[src/rtl/mips_program_loader.sv]
`default_nettype none
// ============================================================================
// Module   : mips_program_loader
// Purpose  : Framed byte-stream loader for MIPS instruction/data memories;
//            holds the core in reset until a run command arrives.
// Revision : 1.0 - initial release
// ============================================================================
module mips_program_loader #(
  parameter logic [7:0] CMD_INSTR = 8'hA5,
  parameter logic [7:0] CMD_DATA  = 8'h5A,
  parameter logic [7:0] CMD_RUN   = 8'hFF
) (
  input  logic        clk,
  input  logic        reset,
  input  logic [7:0]  in_data,
  input  logic        in_valid,
  output logic        in_ready,
  output logic        instr_write_enable,
  output logic [7:0]  instr_write_addr,
  output logic [31:0] instr_write_data,
  output logic        data_init_write_enable,
  output logic [7:0]  data_init_addr,
  output logic [31:0] data_init_data,
  output logic        cpu_reset,
  output logic        busy,
  output logic        error,
  output logic [15:0] words_loaded
);

  localparam logic [2:0] S_IDLE  = 3'd0;
  localparam logic [2:0] S_COUNT = 3'd1;
  localparam logic [2:0] S_ADDR  = 3'd2;
  localparam logic [2:0] S_DATA  = 3'd3;
  localparam logic [2:0] S_WRITE = 3'd4;
  localparam logic [2:0] S_RUN   = 3'd5;

  logic [2:0]  r_state;
  logic [2:0]  w_next_state;
  logic        r_is_data;
  logic [8:0]  r_remaining;
  logic [7:0]  r_addr;
  logic [1:0]  r_byte_idx;
  logic [23:0] r_shift;

  logic w_accept;
  logic w_hdr_state;
  logic w_hdr_load;
  logic w_hdr_run;
  logic w_hdr_bad;
  logic w_word_done;
  logic w_last_word;

  assign w_accept    = in_valid && in_ready;
  assign w_hdr_state = (r_state == S_IDLE) || (r_state == S_RUN);
  assign w_hdr_load  = (in_data == CMD_INSTR) || (in_data == CMD_DATA);
  assign w_hdr_run   = (in_data == CMD_RUN);
  assign w_hdr_bad   = w_hdr_state && w_accept && !w_hdr_load && !w_hdr_run;
  assign w_word_done = (r_state == S_DATA) && w_accept && (r_byte_idx == 2'd3);
  assign w_last_word = (r_remaining == 9'd1);

  // State register
  always_ff @(posedge clk or negedge reset) begin
    if (!reset) begin
      r_state <= S_IDLE;
    end else begin
      r_state <= w_next_state;
    end
  end

  // Next-state logic
  always_comb begin
    w_next_state = r_state;
    case (r_state)
      S_IDLE, S_RUN: begin
        if (w_accept) begin
          if (w_hdr_load) begin
            w_next_state = S_COUNT;
          end else if (w_hdr_run) begin
            w_next_state = S_RUN;
          end
        end
      end
      S_COUNT: if (w_accept) w_next_state = S_ADDR;
      S_ADDR:  if (w_accept) w_next_state = S_DATA;
      S_DATA:  if (w_word_done) w_next_state = S_WRITE;
      S_WRITE: w_next_state = w_last_word ? S_IDLE : S_DATA;
      default: w_next_state = S_IDLE;
    endcase
  end

  // State-decoded outputs; the core only runs while parked in RUN
  always_comb begin
    in_ready               = (r_state != S_WRITE);
    busy                   = !w_hdr_state;
    cpu_reset              = (r_state != S_RUN);
    instr_write_enable     = (r_state == S_WRITE) && !r_is_data;
    data_init_write_enable = (r_state == S_WRITE) && r_is_data;
  end

  // Frame context: target, word count, address, byte assembly
  always_ff @(posedge clk or negedge reset) begin
    if (!reset) begin
      r_is_data   <= 1'b0;
      r_remaining <= 9'd0;
      r_addr      <= 8'h00;
      r_byte_idx  <= 2'd0;
      r_shift     <= 24'h0;
    end else begin
      case (r_state)
        S_IDLE, S_RUN: begin
          if (w_accept && w_hdr_load) begin
            r_is_data <= (in_data == CMD_DATA);
          end
        end
        S_COUNT: begin
          // A count byte of zero encodes a full 256-word section
          if (w_accept) begin
            r_remaining <= (in_data == 8'h00) ? 9'd256 : {1'b0, in_data};
          end
        end
        S_ADDR: begin
          if (w_accept) begin
            r_addr     <= in_data;
            r_byte_idx <= 2'd0;
          end
        end
        S_DATA: begin
          if (w_accept) begin
            r_shift    <= {r_shift[15:0], in_data};
            r_byte_idx <= r_byte_idx + 2'd1;
          end
        end
        S_WRITE: begin
          r_remaining <= r_remaining - 9'd1;
          r_addr      <= r_addr + 8'd1;
        end
        default: begin
          r_byte_idx <= 2'd0;
        end
      endcase
    end
  end

  // Write buses are captured with the final byte so they are valid in WRITE
  always_ff @(posedge clk or negedge reset) begin
    if (!reset) begin
      instr_write_addr <= 8'h00;
      instr_write_data <= 32'h0;
      data_init_addr   <= 8'h00;
      data_init_data   <= 32'h0;
    end else if (w_word_done) begin
      if (r_is_data) begin
        data_init_addr <= r_addr;
        data_init_data <= {r_shift, in_data};
      end else begin
        instr_write_addr <= r_addr;
        instr_write_data <= {r_shift, in_data};
      end
    end
  end

  // Sticky error and saturating word counter
  always_ff @(posedge clk or negedge reset) begin
    if (!reset) begin
      error        <= 1'b0;
      words_loaded <= 16'h0000;
    end else begin
      if (w_hdr_bad) begin
        error <= 1'b1;
      end
      if ((r_state == S_WRITE) && (words_loaded != 16'hFFFF)) begin
        words_loaded <= words_loaded + 16'd1;
      end
    end
  end

endmodule
`default_nettype wire

[config.mk]
export PLATFORM = sky130hd
export DESIGN_NAME = mips_program_loader
export DESIGN_NICKNAME = d
export VERILOG_FILES = /design/src/rtl/mips_program_loader.sv
export SDC_FILE = /design/constraint.sdc
export NUM_CORES = 1
export LEC_CHECK = 0
export CAP_MARGIN = 20
export CORE_MARGIN = 2
export CORE_UTILIZATION = 58
export CTS_BUF_LIST = sky130_fd_sc_hd__clkbuf_2
export DETAILED_ROUTE_END_ITERATION = 12
export PLACE_DENSITY = 0.94
export RECOVER_POWER = 25
export SLEW_MARGIN = 10
export SYNTH_ARGS = -nofsm -noshare
export SYNTH_HDL_FRONTEND = slang
export SYNTH_SLANG_ARGS = --single-unit
export TNS_END_PERCENT = 50
[constraint.sdc]
create_clock -name clk -period 4.9 [get_ports clk]
set_input_delay 0.49 -clock clk [delete_from_list [all_inputs] [get_ports clk]]
set_output_delay 0.49 -clock clk [all_outputs]
set_load 0.01 [all_outputs]
Drive-strength map:
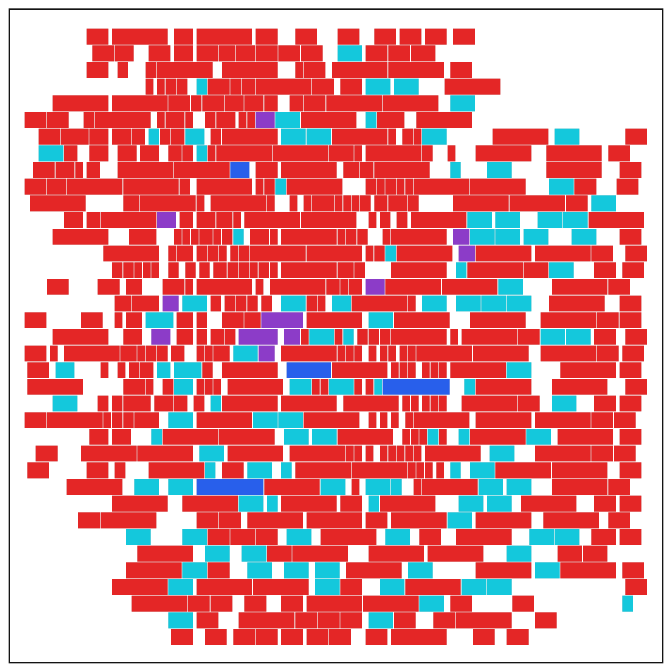
- purple: x3 and x4 (cells 11; share 1.8%; most used clkinv_4)
- blue: x6 and larger (cells 4; share 0.64%; most used bufinv_16)
- red: x1 and smaller (cells 499; share 80%; most used dfrtp_1)
- cyan: x2 (cells 112; share 18%; most used mux2_2)
P&R area growth vs syn: 24.2%
Non-CTS buffers: 117
Final WS setup: 1.64 ns

==> reports/results.txt <==
Outcome: finished with violations
Failing checks: max-capacitance violations, max-slew violations
Nets@finish: 629
Seq Cell Count: 144
Tool warnings: 32
Cell area after synthesis: 0.00608 sq mm
Delay-heaviest family, CP: buffers and inverters
Vias in the first global route: 4395
Cycle use final: 0.664
GP Congestion: 0.957
Total power: 3470 uW
H-Tree Depth: 4
Final Max Slew Viols: 113
Fillers: 631
Non-clk buf share: 0.155
Wire per inst: 18.3 um
Max_slew headroom: -0.753
Overall routing resource usage: 0.259
R2r setup slk: 2.15 ns
CTS max path bufs: 2
Chip area in the Yosys report: 0.00608 sq mm
Leading area contributor after synthesis: dfrtp_1
Worst EP required: 4.41 ns
Drt first-iter violations: 316
Number of antenna diodes: 1
First-pass GRT wire length: 22600 um
CP max FO: 24
FP Core Util: 0.594
Post-Syn Instances: 496
Most frequent logic cells in the routed design: dfrtp_1, clkdlybuf4s50_1, mux2_2
WP buf/inv: 3
Ys cells: 496
Logic area: 0.00231 sq mm
RR Endpoint: instr_write_data[29]
Biggest regs: data_init_data x32, instr_write_data x32, r_shift x24
Fraction of area in multi-input gates: 0.306
Highest-delay cell along the critical path: dfrtp_1
Die X: 106 um
Lkg Pwr: 0.00353 uW
Chip Height: 106 um
Antenna viol nets, final: 0
Launch point of the worst path: r_state[2]
Final TNS setup: 0 ns
Reg2reg start: r_state[2]
Worst-path clk slew: 0.19 ns
CTS resizes: 0
Hold Path Sink: error
Met2 wire length: 7170 um
# setup viols final: 0
DRC viols: 0
Root Buffer: clkbuf_2
CTS tree: done
Cell area leaders: dfrtp_1, mux2_2, nand2_1
Most frequent logic cell in the layout: dfrtp_1
RSZ-0062 raised after global routing: false
Instance count on the critical path: 5
Post-synth top cells: dfrtp_1, mux2_2, nand2_1
Met3 wire len: 962 um
Min-delay src: error
Post-Syn Area per Cell: 12.2 sq um
Chip area: 0.0113 sq mm
Worst Hold Class: reg -> reg
Synthesized registers: 144
Synth unique cells: 57
Post-synth seq share: 0.593
Crit-path cells: nor3b_2 > buf_4 > inv_1 > nor2_1 > clkdlybuf4s50_1
Share of cells above drive strength 1: 0.203
Slowest stage delay, CP: 0.62 ns
Max frequency: 307 MHz
CTS Hold Bufs: 1
GRT busiest layer: met2
Global-route track usage on met3: 0.0632
Async SR Flop Fraction: 1.00
Yosys top cell area share: 0.593
Cell with the most instances after synthesis: dfrtp_1
Largest net degree at the start of global routing: 113
Leading cell category by total area: sequential cells
Core Util, Final: 0.737
Finished Layout Cells: 763
R2R depth: 5
Core area: 0.0102 sq mm
Post-DP HPWL: 9670 um
Fin crit period: 3.26 ns
Global Route met2 Usage: 0.435
CTS sink cnt: 144
ClkCell Share: 0.0307
Net Count, Synth: 512
Post-synth top flop: dfrtp_1
N_taps: 136
Slew @ Worst Pin: 2.63 ns
Reg area: 0.00360 sq mm
Clk_lat worst skew: 0.66 ns
Max IR drop VDD: 0.331 mV
Final hold vios: 0
Total gr overflow: 0
Crit Path Class: reg -> out
Top routing layer used: met4
CP Capture Type: output port
CLK BUF: 18
Vias/cell: 5.81
Post-CTS setup buffer count: 0
WP data arrival: 2.77 ns
EDFF count, synth: 0
Setup Skew: 0.0211 ns
Non-clock inverter count: 15
# port buffers: 112
Row count: 37
Number of logic gates: 318
Worst setup path end: instr_write_enable
M1 WL: 5540 um
Number of antenna violations at the first check in global routing: 0
IO Count: 113
WHS Path Cells: 1
CTS Buf Count: 17
Drt first pass iters: 5
Placed Cells: 728
Crit start category: flop
Power density over the cells: 459 mW/mm^2
Yosys warns: 0
Flop share of the area: 0.478
Max-cap check violation count: 1
Metal 1:
Supply wires on this layer in grey.
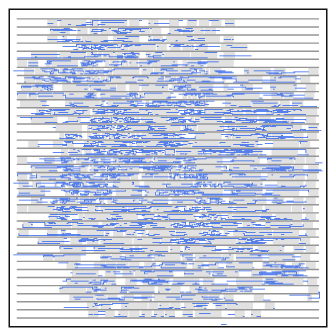
- main direction: horizontal
- share of all routed wire: 40%
- nets with wire on the layer: 551
- wire length on this layer: 5540 um
vias: 4432
GR Util met1: 0.329
drt total wl: 13900 um

==> logic make-up after synthesis <==
family,Yosys count,share of synthesized area
and+or+nand+nor,147,0.117
xor gates and xnor gates,15,0.0216
DFF,144,0.593
adders and majority gates,5,0.0103
AOI/OAI and AO/OA,62,0.0665
buffers and inverters,34,0.0264
muxes,89,0.165
==> per-stage QoR <==
| stage | setup WS (ns) | hold slack (ns) | cell area [sq um] |
|---|---|---|---|
| floorplan | 3.13 | 0.194 | 6080 |
| global placement | 1.41 | 0.461 | 7290 |
| detailed placement | 1.27 | 0.469 | 7290 |
| CTS | 1.66 | 0.510 | 7530 |
| global route | 1.45 | 0.530 | 7540 |
| finish | 1.64 | 0.508 | 7540 |
==> power breakdown <==
group	total (uW)	switching, uW	internal [uW]
Sequential	1810	333	1480
Clock	659	425	234
Combinational	995	480	514
Power figures rest on the tool's default switching activity, not on a simulated workload.
